`config.mk`:
```
export PLATFORM = sky130hd
export DESIGN_NAME = sram_port_arbiter_flat
export DESIGN_NICKNAME = d
export VERILOG_FILES = /design/src/rtl/sram_arb_pkg.sv /design/src/rtl/sram_port_arbiter_if.sv /design/src/rtl/sram_port_arbiter_rr.sv /design/src/rtl/sram_port_arbiter.sv /design/src/flat_wrapper.sv
export SDC_FILE = /design/constraint.sdc
export NUM_CORES = 1
export LEC_CHECK = 0
export CAP_MARGIN = 20
export CORE_UTILIZATION = 23
export DETAILED_ROUTE_END_ITERATION = 7
export GPL_TIMING_DRIVEN = 1
export PLACE_DENSITY = 0.91
export SYNTH_ARGS = -nofsm -noshare
export SYNTH_HDL_FRONTEND = slang
export SYNTH_HIERARCHICAL = 1
export SYNTH_SLANG_ARGS = --single-unit
```
`constraint.sdc`:
```
create_clock -name driver_clk -period 2.5 [get_ports driver_clk]
set_clock_uncertainty 0.2 [all_clocks]
set_input_delay 0.25 -clock driver_clk [delete_from_list [all_inputs] [get_ports driver_clk]]
set_output_delay 0.25 -clock driver_clk [all_outputs]
set_load 0.02 [all_outputs]
```
`src/rtl/sram_arb_pkg.sv`:
```
// Shared defaults and FSM state type for the SRAM port arbiter.
// The arbiter's parameters take their default sizes from here.
package sram_arb_pkg;
  localparam int DEF_ADDR_W = 3;
  localparam int DEF_DATA_W = 32;
  localparam int DEF_DEPTH  = 1 << DEF_ADDR_W;

  typedef enum logic {INIT, ARB} arb_state_t;
endpackage

```
`src/rtl/sram_port_arbiter_if.sv`:
```
// Requester-side bus of the SRAM port arbiter.
// Per-requester fields are packed arrays indexed by requester number.
interface sram_port_arbiter_if
  import sram_arb_pkg::*;
#(
  parameter int NUM_REQ = 2,
  parameter int ADDR_W  = DEF_ADDR_W,
  parameter int DATA_W  = DEF_DATA_W
);
  logic [NUM_REQ-1:0]             req_valid;
  logic [NUM_REQ-1:0]             req_we;
  logic [NUM_REQ-1:0][ADDR_W-1:0] req_addr;
  logic [NUM_REQ-1:0][DATA_W-1:0] req_wdata;
  logic [NUM_REQ-1:0]             req_ready;
  logic [NUM_REQ-1:0]             rsp_valid;
  logic [DATA_W-1:0]              rsp_rdata;

  modport master (
    output req_valid, req_we, req_addr, req_wdata,
    input  req_ready, rsp_valid, rsp_rdata
  );

  modport slave (
    input  req_valid, req_we, req_addr, req_wdata,
    output req_ready, rsp_valid, rsp_rdata
  );
endinterface

```
`src/rtl/sram_port_arbiter_rr.sv`:
```
// Combinational round-robin picker: the search starts one past last_grant
// and wraps, so the most recent winner has the lowest priority.
module rr_arbiter #(
  parameter  int NUM_REQ = 2,
  localparam int IDX_W   = $clog2(NUM_REQ)
) (
  input  logic [NUM_REQ-1:0] req,
  input  logic [IDX_W-1:0]   last_grant,
  output logic [NUM_REQ-1:0] grant,
  output logic [IDX_W-1:0]   winner,
  output logic               any_grant
);
  logic [IDX_W-1:0] cand;

  always_comb begin
    grant     = '0;
    winner    = '0;
    any_grant = 1'b0;
    cand      = '0;
    for (int k = 1; k <= NUM_REQ; k++) begin
      cand = IDX_W'((int'(last_grant) + k) % NUM_REQ);
      if (!any_grant && req[cand]) begin
        grant[cand] = 1'b1;
        winner      = cand;
        any_grant   = 1'b1;
      end
    end
  end
endmodule

```
`src/rtl/sram_port_arbiter.sv`:
```
// Shares one flop SRAM between NUM_REQ requesters: clears it after reset,
// then grants one access per cycle round-robin and returns read data a cycle later.
module sram_port_arbiter
  import sram_arb_pkg::*;
#(
  parameter int                NUM_REQ    = 2,
  parameter int                ADDR_W     = DEF_ADDR_W,
  parameter int                DATA_W     = DEF_DATA_W,
  parameter logic [DATA_W-1:0] INIT_VALUE = '0
) (
  input  logic              driver_clk,
  input  logic              resetn,
  sram_port_arbiter_if.slave bus,
  output logic              init_done,
  output logic [ADDR_W-1:0] mem_add,
  output logic              mem_we,
  output logic [DATA_W-1:0] mem_wd,
  input  logic [DATA_W-1:0] mem_rd
);
  localparam int DEPTH = 1 << ADDR_W;
  localparam int IDX_W = $clog2(NUM_REQ);

  arb_state_t         state_q, state_d;
  logic [ADDR_W-1:0]  init_addr_q, init_addr_d;
  logic [IDX_W-1:0]   last_grant_q, last_grant_d;
  logic [NUM_REQ-1:0] rsp_valid_q, rsp_valid_d;

  logic [NUM_REQ-1:0] arb_req, grant;
  logic [IDX_W-1:0]   winner;
  logic               any_grant;

  // Masking requests outside ARB keeps ready low for the whole sweep.
  assign arb_req = (state_q == ARB) ? bus.req_valid : '0;

  rr_arbiter #(.NUM_REQ(NUM_REQ)) u_rr (
    .req        (arb_req),
    .last_grant (last_grant_q),
    .grant      (grant),
    .winner     (winner),
    .any_grant  (any_grant)
  );

  always_ff @(posedge driver_clk or posedge resetn) begin
    if (resetn) begin
      state_q      <= INIT;
      init_addr_q  <= '0;
      last_grant_q <= IDX_W'(NUM_REQ - 1);
      rsp_valid_q  <= '0;
      init_done    <= 1'b0;
    end else begin
      state_q      <= state_d;
      init_addr_q  <= init_addr_d;
      last_grant_q <= last_grant_d;
      rsp_valid_q  <= rsp_valid_d;
      init_done    <= (state_d == ARB);
    end
  end

  always_comb begin
    state_d      = state_q;
    init_addr_d  = init_addr_q;
    last_grant_d = last_grant_q;
    rsp_valid_d  = '0;
    mem_we       = 1'b0;
    mem_add      = '0;
    mem_wd       = '0;
    case (state_q)
      INIT: begin
        mem_we      = 1'b1;
        mem_add     = init_addr_q;
        mem_wd      = INIT_VALUE;
        init_addr_d = init_addr_q + 1'b1;
        if (init_addr_q == ADDR_W'(DEPTH - 1)) state_d = ARB;
      end
      ARB: begin
        // Grant implies valid, so every grant here is a completed handshake.
        if (any_grant) begin
          mem_we       = bus.req_we[winner];
          mem_add      = bus.req_addr[winner];
          mem_wd       = bus.req_wdata[winner];
          last_grant_d = winner;
          if (!bus.req_we[winner]) rsp_valid_d = grant;
        end
      end
      default: state_d = INIT;
    endcase
  end

  assign bus.req_ready = grant;
  assign bus.rsp_valid = rsp_valid_q;
  assign bus.rsp_rdata = (|rsp_valid_q) ? mem_rd : '0;
endmodule

```
`src/flat_wrapper.sv`:
```
// flat-port wrapper written by rule: the top's interface ports become plain ports
module sram_port_arbiter_flat import sram_arb_pkg::*;
#(
  parameter int                NUM_REQ    = 2,
  parameter int                ADDR_W     = DEF_ADDR_W,
  parameter int                DATA_W     = DEF_DATA_W,
  parameter logic [DATA_W-1:0] INIT_VALUE = '0
)
  (driver_clk, resetn, init_done, mem_add, mem_we, mem_wd, mem_rd, bus_req_valid, bus_req_we, bus_req_addr, bus_req_wdata, bus_req_ready, bus_rsp_valid, bus_rsp_rdata);
  sram_port_arbiter_if #(.NUM_REQ(NUM_REQ), .ADDR_W(ADDR_W), .DATA_W(DATA_W)) bus_i ();
  input  logic driver_clk;
  input  logic resetn;
  output logic init_done;
  output logic [ADDR_W-1:0] mem_add;
  output logic mem_we;
  output logic [DATA_W-1:0] mem_wd;
  input  logic [DATA_W-1:0] mem_rd;
  input wire logic [$bits(bus_i.req_valid)-1:0] bus_req_valid;
  input wire logic [$bits(bus_i.req_we)-1:0] bus_req_we;
  input wire logic [$bits(bus_i.req_addr)-1:0] bus_req_addr;
  input wire logic [$bits(bus_i.req_wdata)-1:0] bus_req_wdata;
  output wire logic [$bits(bus_i.req_ready)-1:0] bus_req_ready;
  output wire logic [$bits(bus_i.rsp_valid)-1:0] bus_rsp_valid;
  output wire logic [$bits(bus_i.rsp_rdata)-1:0] bus_rsp_rdata;
  assign bus_i.req_valid = bus_req_valid;
  assign bus_i.req_we = bus_req_we;
  assign bus_i.req_addr = bus_req_addr;
  assign bus_i.req_wdata = bus_req_wdata;
  assign bus_req_ready = bus_i.req_ready;
  assign bus_rsp_valid = bus_i.rsp_valid;
  assign bus_rsp_rdata = bus_i.rsp_rdata;
  sram_port_arbiter #(.NUM_REQ(NUM_REQ), .ADDR_W(ADDR_W), .DATA_W(DATA_W), .INIT_VALUE(INIT_VALUE)) u_core (.driver_clk(driver_clk), .resetn(resetn), .bus(bus_i), .init_done(init_done), .mem_add(mem_add), .mem_we(mem_we), .mem_wd(mem_wd), .mem_rd(mem_rd));
endmodule
```
==> impl_metrics.json <==
{
  "seqPwrFrac_pct": 13.4,
  "antenna_found_initial": 0,
  "yosysWarningCount": 6,
  "yosysSeqAreaShare_pct": 15.5,
  "cts.path.max_buffers": 2,
  "die_w_um": 72.3,
  "grt_use_met3_pct": 3.47,
  "rrSetupSlack_ps": 710,
  "inverters_excl_clock": 6,
  "comb_cells": 121,
  "combGateArea_um2": 865,
  "dp.cells": 395,
  "layout_top_cells": "144 x clkdlybuf4s50_1, 35 x mux2i_1, 33 x dlygate4sd2_1",
  "maxCapViolCount": 0,
  "maxPowerGroup": "combinational logic",
  "internal_power_w": 0.000592,
  "h-tree-depth": 1,
  "regArea_um2": 176,
  "nets": 444,
  "power.switching_w": 0.000335,
  "synth.logic.top_family": "multiplexers",
  "fmax_mhz": 413,
  "synthCells": 145,
  "ys_seq_elements": 7,
  "ant_nets": 0,
  "synthAoiAreaFrac_pct": 4.07,
  "synthArstFlopShare_pct": 100,
  "crit_arrival_ps": 1970,
  "pre_cts_slack_ps": -158,
  "wl_mm": 5.35,
  "end_kind": "output port",
  "clock_latency_ps": 230,
  "ys_cells": 145,
  "dpl.hpwl_mm": 4.51,
  "postCtsHoldBufs": 0,
  "layout_setup_ws_ps": 79.4,
  "fp_util_pct": 23.9,
  "clkSlewWorstSetupHoldPaths_ps": 40,
  "worst_pin_slew_ps": 296,
  "syn_to_final_growth_pct": 174,
  "r2r-start": "u_core/state_q$_DFF_PP0_",
  "ys_chip_area_mm2": 0.00114,
  "routed_via_density": 4.24,
  "final.setup.tns_ps": 0,
  "buf_share_pct": 61.7,
  "ff_type": "dfrtp_1",
  "clkCellAreaFrac_pct": 1.45,
  "core_area_mm2": 0.00475,
  "drc": 0,
  "met2_wirelength_mm": 2.79,
  "mux_share_pct": 34.7,
  "crit_family": "buffers and inverters",
  "largest_reg_flops": 3,
  "yosys.area.top_type": "mux2i_1",
  "p_clk_share_pct": 17.2,
  "grt_setup_unrepaired": "false",
  "path_class": "primary input to output port",
  "port_buffers": 180,
  "top_cell": "mux2i_1",
  "antenna_cells": 0,
  "drt-initial-drc-count": 57,
  "ir_drop_uv": 154,
  "crit_cells": 8,
  "regMostFlops": "u_core/init_addr_q",
  "total_power_w": 0.000927,
  "warnings": 26,
  "crit_chain": "clkdlybuf4s50_1, and2_1, a21boi_4, buf_12, clkbuf_16, mux2i_1, nor2_1, dlygate4sd2_1",
  "r2r_cells": 6,
  "worstSetupEndpoint": "mem_wd[6]",
  "pin_count": 181,
  "design.seq.count": 7,
  "sh_seq_area_pct": 5.66,
  "final_max_slew_viol_count": 0,
  "crit_path_max_fanout": 10,
  "ys_sh_simple_pct": 32.8,
  "common_cells": "36 x mux2i_1, 33 x nor2_1, 32 x nor2b_1",
  "cts_tree": "built",
  "p_clk_w": 0.000159,
  "wl_met3_um": 433,
  "top_layer": "met4",
  "netlist-cell-type-count": 21,
  "postCtsResizedCells": 36,
  "synth.area.top_cells": "mux2i_1 32%, nor2b_1 18%, dfrtp_1 13%, nor2_1 11%, buf_8 4.0%",
  "max_stage_delay_ps": 460,
  "grt_use_met1_pct": 23.4,
  "fillCellCount": 407,
  "critPathLaunchType": "primary input",
  "busiest_layer": "met2",
  "crit_slowest_cell": "clkdlybuf4s50_1",
  "gr-usage-all-layers_pct": 19.0,
  "grt_max_degree": 33,
  "dominant-cell-class": "non-clock buffers",
  "post_cts_buffers": 0,
  "stdcell_count": 400,
  "post_drt_wl_per_cell_um": 13.4,
  "wl_met1_mm": 2.10,
  "period_needed_ps": 2420,
  "holdCritPathClass": "primary input to async pin",
  "top_area_share_pct": 31.7,
  "hold_violations": 0,
  "hold_ws_ps": 57.8,
  "combPwrFrac_pct": 69.5,
  "fp_nets": 255,
  "powerSeq_w": 0.000124,
  "xor_area_share_pct": 0.770,
  "critPathBufInv": 4,
  "switching_share_pct": 36.1,
  "cp_data_required_time_ps": 2050,
  "edf_count": 0,
  "status": "completed",
  "taps": 67,
  "place_congestion": 0.751,
  "sh_comb_area_pct": 27.8,
  "drt-pass1-iter-count": 4,
  "buffers": 195,
  "final_area_mm2": 0.00312,
  "dr_total_vias": 1697
}
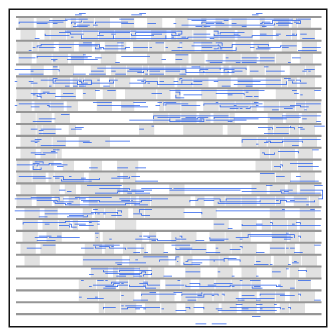
Figure 1: metal 1.
Supply wires on this layer in gray.
- share of all routed wire: 39%
- wire length on this layer: 2110 um
- longest straight run: 34.0 um
- nets with wire on the layer: 376
- main direction: horizontal

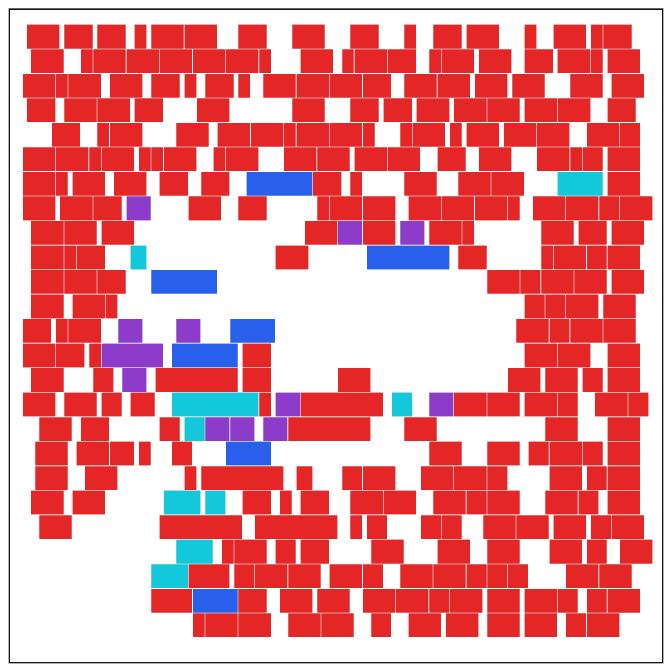
Figure 2: cells by drive strength.
- x3 and x4: purple (cells 12; share 3.6%)
- x2: cyan (cells 9; share 2.7%)
- x1 and smaller: red (cells 305; share 92%)
- x6 and larger: blue (cells 7; share 2.1%)

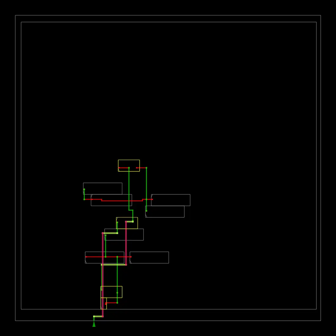
Figure 3: clock wiring as the flow saved it.
Sink Count: 7
CLK BUF: 4

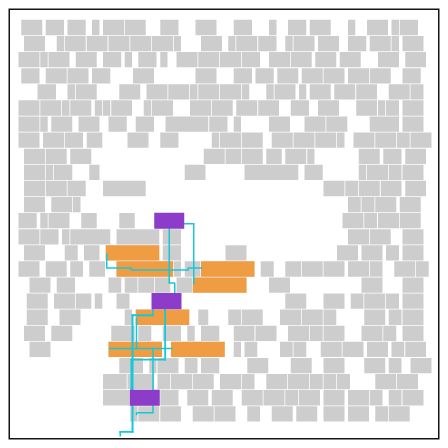
Figure 4: clock network drawn from the DEF.
- flip-flops: orange (count 7)
- clock-net drivers: purple (count 3)
- clock wires: cyan (length 129 um)
- routed clock nets: 4

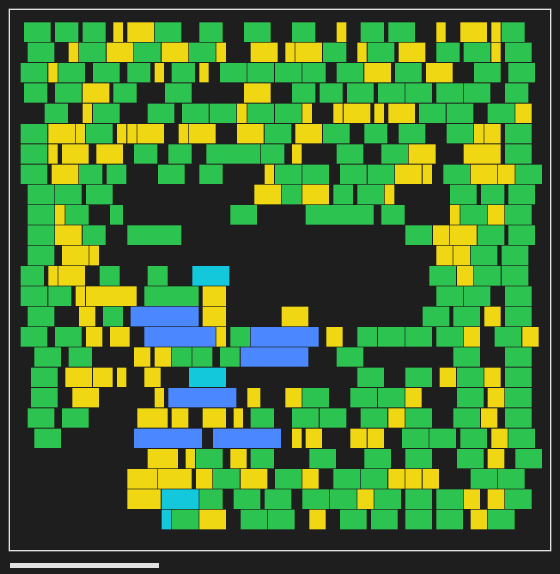
Figure 5: placement by cell class.
The bar under the picture is 20 um long.
- clock drivers and dummy loads: cyan (cells 4; share of their area 1.5%)
- registers: blue (cells 7; share of their area 5.8%)
- remaining buffers and delay cells: green (cells 195; share of their area 63%)
- remaining logic cells: yellow (cells 127; share of their area 29%)

